===== config.mk =====
export PLATFORM = sky130hd
export DESIGN_NAME = mvb_deserializer_param
export DESIGN_NICKNAME = d
export VERILOG_FILES = /design/src/rtl/mvb_deserializer_param.sv
export SDC_FILE = /design/constraint.sdc
export NUM_CORES = 1
export LEC_CHECK = 0
export CAP_MARGIN = 10
export CORE_MARGIN = 2
export CORE_UTILIZATION = 40
export CTS_BUF_LIST = sky130_fd_sc_hd__clkbuf_8
export CTS_CLUSTER_SIZE = 24
export DETAILED_ROUTE_END_ITERATION = 6
export GPL_TIMING_DRIVEN = 0
export HOLD_SLACK_MARGIN = 0.02
export PLACE_DENSITY = 0.63
export SLEW_MARGIN = 15
export SYNTH_ARGS = -nofsm -noshare
export SYNTH_HDL_FRONTEND = slang
export SYNTH_SLANG_ARGS = --single-unit
export TNS_END_PERCENT = 20

===== constraint.sdc =====
create_clock -name clk_3M -period 3.7 [get_ports clk_3M]
set_input_delay 0.555 -clock clk_3M [delete_from_list [all_inputs] [get_ports clk_3M]]
set_output_delay 0.555 -clock clk_3M [all_outputs]
set_load 0.02 [all_outputs]

===== src/rtl/mvb_deserializer_param.sv =====
// MVB receive-path deserializer: one bit per clk_3M edge into a WIDTH-bit word,
// handed to the frame layer through a valid/ready holding register.
module mvb_deserializer_param #(
  parameter int WIDTH         = 16,
  parameter bit MSB_FIRST     = 1'b1,
  parameter bit FLUSH_PARTIAL = 1'b0,
  parameter int LEN_W         = $clog2(WIDTH + 1)
) (
  input  logic             clk_3M,
  input  logic             rst,
  input  logic             deserializer_wait,
  input  logic             data_in,
  output logic [WIDTH-1:0] data_out,
  output logic [LEN_W-1:0] data_len,
  output logic             data_valid,
  input  logic             data_ready,
  output logic             overrun,
  output logic [15:0]      word_cnt
);

  localparam int CNT_W = (WIDTH > 1) ? $clog2(WIDTH) : 1;

  typedef enum logic {
    IDLE,
    SHIFT
  } state_t;

  state_t             state_q, state_d;
  logic [CNT_W-1:0]   bit_cnt_q, bit_cnt_d, pos;
  logic [WIDTH-1:0]   shreg_q, shreg_d, shreg_upd, offer_data;
  logic [LEN_W-1:0]   offer_len;
  logic               offer, accept, load;

  always_comb begin
    // NOTE: every signal gets a default before any branch, so no path leaves
    // a variable unassigned and no latch is inferred.
    state_d    = state_q;
    bit_cnt_d  = bit_cnt_q;
    shreg_d    = shreg_q;
    offer      = 1'b0;
    offer_data = shreg_q;
    offer_len  = LEN_W'(bit_cnt_q);
    pos        = MSB_FIRST ? (CNT_W'(WIDTH - 1) - bit_cnt_q) : bit_cnt_q;
    shreg_upd  = shreg_q;
    shreg_upd[pos] = data_in;

    if (!deserializer_wait) begin
      state_d = SHIFT;
      if (bit_cnt_q == CNT_W'(WIDTH - 1)) begin
        // Final bit: offer the word including this bit and restart with no gap.
        offer      = 1'b1;
        offer_data = shreg_upd;
        offer_len  = LEN_W'(WIDTH);
        bit_cnt_d  = '0;
        shreg_d    = '0;
      end else begin
        bit_cnt_d = bit_cnt_q + CNT_W'(1);
        shreg_d   = shreg_upd;
      end
    end else begin
      // Shift register is cleared at every word start, so a partial word is
      // already aligned (left for MSB-first, right for LSB-first).
      state_d   = IDLE;
      bit_cnt_d = '0;
      shreg_d   = '0;
      if (FLUSH_PARTIAL && state_q == SHIFT && bit_cnt_q != '0) offer = 1'b1;
    end
  end

  assign accept = data_valid & data_ready;
  assign load   = offer & (~data_valid | data_ready);

  always_ff @(posedge clk_3M) begin
    // NOTE: sequential state uses non-blocking assignments so every register
    // sees the pre-edge values of the others, independent of statement order.
    if (rst) begin
      state_q    <= IDLE;
      bit_cnt_q  <= '0;
      shreg_q    <= '0;
      data_out   <= '0;
      data_len   <= '0;
      data_valid <= 1'b0;
      overrun    <= 1'b0;
      word_cnt   <= '0;
    end else begin
      state_q   <= state_d;
      bit_cnt_q <= bit_cnt_d;
      shreg_q   <= shreg_d;
      if (accept) word_cnt <= word_cnt + 16'd1;
      if (load) begin
        data_out   <= offer_data;
        data_len   <= offer_len;
        data_valid <= 1'b1;
      end else if (accept) begin
        data_valid <= 1'b0;
      end
      if (offer && !load) overrun <= 1'b1;
    end
  end

endmodule


layer_met1.png
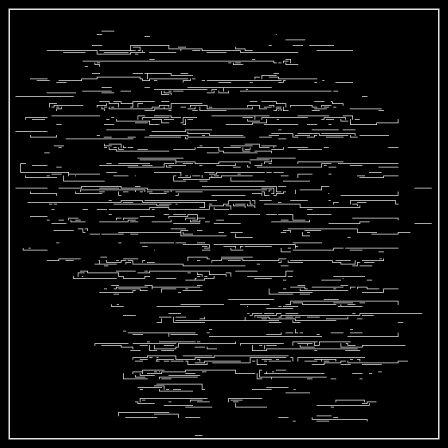
wire length on this layer: 2730 um
longest straight run: 36.8 um
sum of routed wire length over all layers: 5410 um
total number of vias: 2084
fraction of met1 tracks used by global routing: 23.8%

layer_met2.png
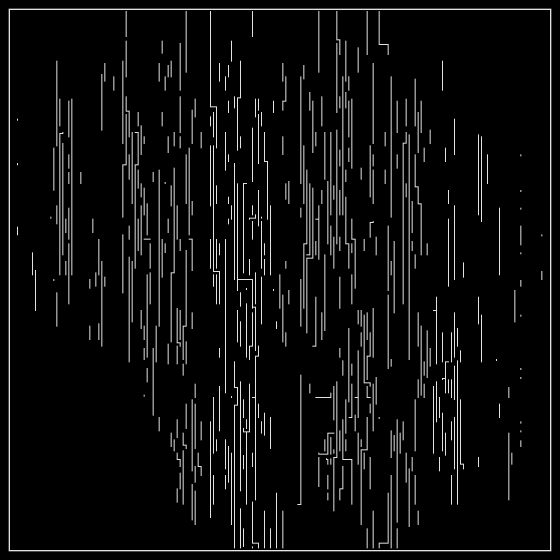
wire length on this layer: 2340 um
longest straight run: 34.3 um
nets with wire on the layer: 281
main direction: vertical
met2 demand-to-capacity share in global routing: 26.0%

layer_met3.png
Scale bar: 20 um.
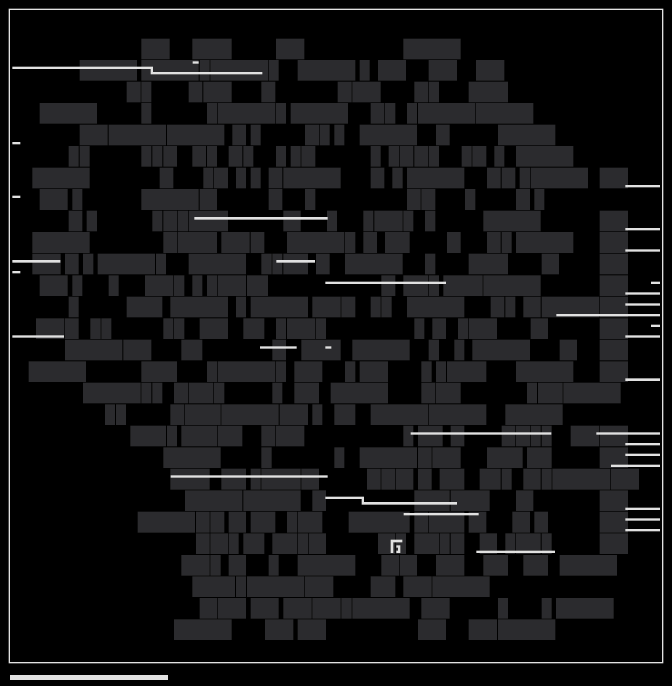
main direction: horizontal
nets with wire on the layer: 29
longest straight run: 19.6 um
wire length on this layer: 241 um
met3 routing resource usage after global routing: 5.22%

flops_by_reg.png
Scale bar: 20 um. Other sequential cells in the stronger grey, the rest of the logic in the fainter grey.
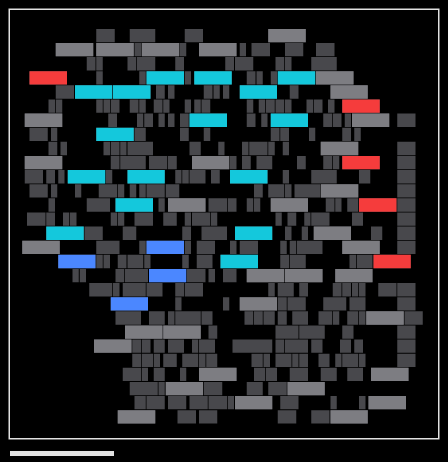
legend:
  blue:
    netlist_name: `bit_cnt_q`
    sequential_cells: 4
  cyan:
    netlist_name: `shreg_q`
    sequential_cells: 16
  red:
    netlist_name: `data_len`
    sequential_cells: 5
not coloured: 34
Core Util, Final: 53.3%
sequential-cell power consumption: 0.639 mW
Reg area: 1180 um^2

congestion.png
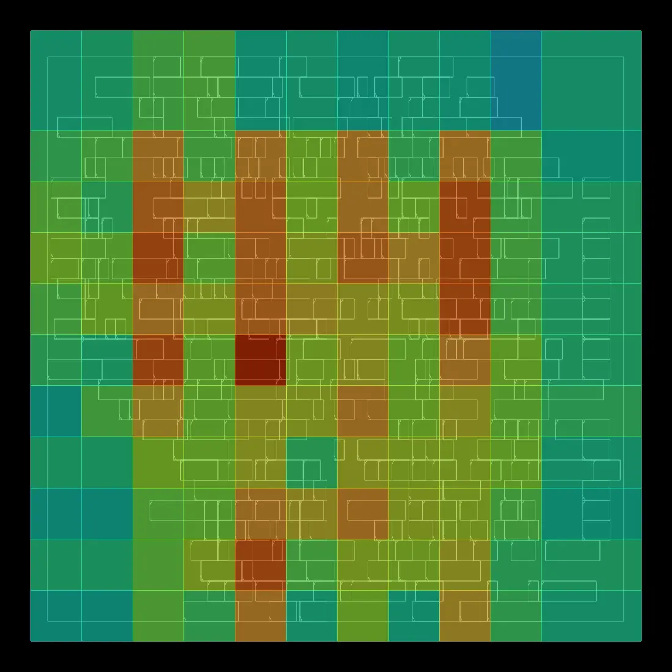
global route hottest layer: met2
routed length per instance: 12.8 um
aggregate global-route resource usage: 17.8%

==> notes.md <==
Implementation results are summarized by area below.

Layout
The finished cells cover 3150 um^2. The fraction of standard cell area in multi-input logic is 37.9%. The antenna diode instance count is 0.

Leaving out fill and tap cells, the most frequent cell in the layout is dfxtp_1. By instance count after routing, the leading logic cell types are dfxtp_1, nand2_1, clkdlybuf4s50_1, nor2_1, a21oi_1. The final layout contains a sequential cell count of 59. The most area-hungry cell class in the final design is combinational gates.

The registers reported with the highest flop counts are data_out x16, shreg_q x16, word_cnt x16. The finished layout holds 421 standard cells, fillers aside. The proportion of layout cells with a drive suffix above 1 is 7.51%. The count of multi-input gates is approximately 210.

Power
The reported leakage power is ~1.1 nW. The completed layout was analyzed and its total power is between 1 and 1.5 mW.

Critical path
The depth of the worst register-to-register path is 5. The data arrival at the endpoint of the critical path is 1480 ps. Per STA, the worst path is made up of clkdlybuf4s50_1. Per the post-run analysis, buffers plus inverters along the critical path come to 1. STA classifies the critical path startpoint as a flop. STA lists the startpoint of the worst register-to-register path as bit_cnt_q[0]$_SDFF_PP0_. The endpoint of the worst setup timing path is data_valid.

The kind of critical path is flop to output port. Among all stages on the critical path, the largest delay is contributed by clkdlybuf4s50_1. The internal reg-to-reg setup slack is 1800 ps.

Timing
In this run the tightest slew margin relative to its limit is 66.0%. Setup repair after global routing left no endpoint under its margin. The setup clock skew after layout is slightly above 9 ps. Per the final timing report, the hold violations number 0. The final timing report gives a worst setup slack of about 1700 ps. The shortest period the worst path allows is 2040 ps. The final hold slack is 455 ps. The final timing report lists a max-slew violation count of 0.

Routing
The number of routed nets with antenna violations is 0. The DRC marker count from the first detailed-route iteration is slightly below 80. Per the detail_route log, the uppermost layer with routed signals is met4.

Place
The final estimated routing congestion in global placement is approximately 0.76. Input and output buffers added on the ports amount to approximately 42. The post-placement setup slack is 1320 ps. Note, the detailed placer reported a final HPWL of 3770 um.

Synthesis
After synthesis, the largest family of logic cells by area is simple AND/OR/NAND/NOR gates. Ranked by total cell area, the synthesized netlist is headed by dfxtp_1, nand2_1, a21oi_1. The net count after synthesis is 299.

The yosys synthesis warning count is 0. In the Yosys report, the sequential cells make up 48.0% of the chip area. The and-or/or-and share of the synthesized area is between 8 and 9%. The average footprint of a synthesized cell is roughly 8.5 um^2. The synthesized-area fraction occupied by and/or/nand/nor cells is 28.6%. The cell area after synthesis is 2460 um^2. The synthesized netlist handed to floorplanning was reported with a cell count of 288. For this run, the leading register cell type out of synthesis is dfxtp_1.

The proportion of synthesized area in mux cells is 3.86%.

Clock network
In this run, CTS created clock tree buffers numbering 9. The number of clock sinks came to 59. Looking at the post-CTS report, the setup buffer insertion count equals 0. The clock input transition at the sequential cells of the worst setup and hold paths is roughly 70 ps. The clock tree from TritonCTS is yes. The maximum clock path buffer count is 2.

Global routing
The wire length of the first global-routing pass is 9000 um. The initial antenna violation count is 0. Entering global routing, the biggest net connects 11 pins.

Job
In this run the tools logged warnings totalling 30. The number of maximum-capacitance violations is 0.

Die
The die covers 6800 um^2. The tap cell instance count is 75. The floorplan step defined a core boundary enclosing slightly below 6000 um^2.

In this run the vertical extent of the chip is 82.4 um. The starting density of the core is between 40% and 50%. The number of placement rows is 28.

Outcome
The run finished with clean final reports.
## synth_stat cells, types with 3 or more instances
| cell | n |
|---|---|
| clkbuf_1 | 12 |
| xnor2_1 | 4 |
| mux2i_1 | 8 |
| nand3_1 | 20 |
| nand2_1 | 55 |
| nor2b_1 | 3 |
| and2_1 | 4 |
| and3_1 | 5 |
| nand4_1 | 5 |
| ha_1 | 6 |
| inv_1 | 4 |
| xor2_1 | 8 |
| a21oi_1 | 29 |
| nor2_1 | 32 |
| dfxtp_1 | 59 |
## routing by layer
| metal | track usage (%) | vias to the layer above |
|---|---|---|
| li1 | - | 1080 |
| met1 | 23.8 | 953 |
| met2 | 26.0 | 42 |
| met3 | 5.22 | 9 |
| met4 | 8.50 | 0 |
| met5 | 0 | - |
## how the worst min path moves through the flow
stage / start / end / depth (start not counted) / slack [ps]
6_report: shreg_q[12]$_SDFF_PP0_ / shreg_q[12]$_SDFF_PP0_ / 2 / 450
3_3_place_gp: data_len[2]$_SDFFE_PP0P_ / data_len[2]$_SDFFE_PP0P_ / 1 / 440
4_1_cts: shreg_q[12]$_SDFF_PP0_ / shreg_q[12]$_SDFF_PP0_ / 2 / 460
5_1_grt: data_out[11]$_SDFFE_PP0P_ / data_out[11]$_SDFFE_PP0P_ / 2 / 470
2_1_floorplan: shreg_q[13]$_SDFF_PP0_ / data_out[13]$_SDFFE_PP0P_ / 2 / 430
3_5_place_dp: shreg_q[12]$_SDFF_PP0_ / shreg_q[12]$_SDFF_PP0_ / 2 / 450
## power breakdown
group / switching, mW / internal [mW] / leakage (nW)
combinational: 0.0256 / 0.0104 / 0.561
sequential: 0.00190 / 0.637 / 0.475
clock: 0.255 / 0.274 / 0.0949
Power figures rest on the tool's default switching activity, not on a simulated workload.
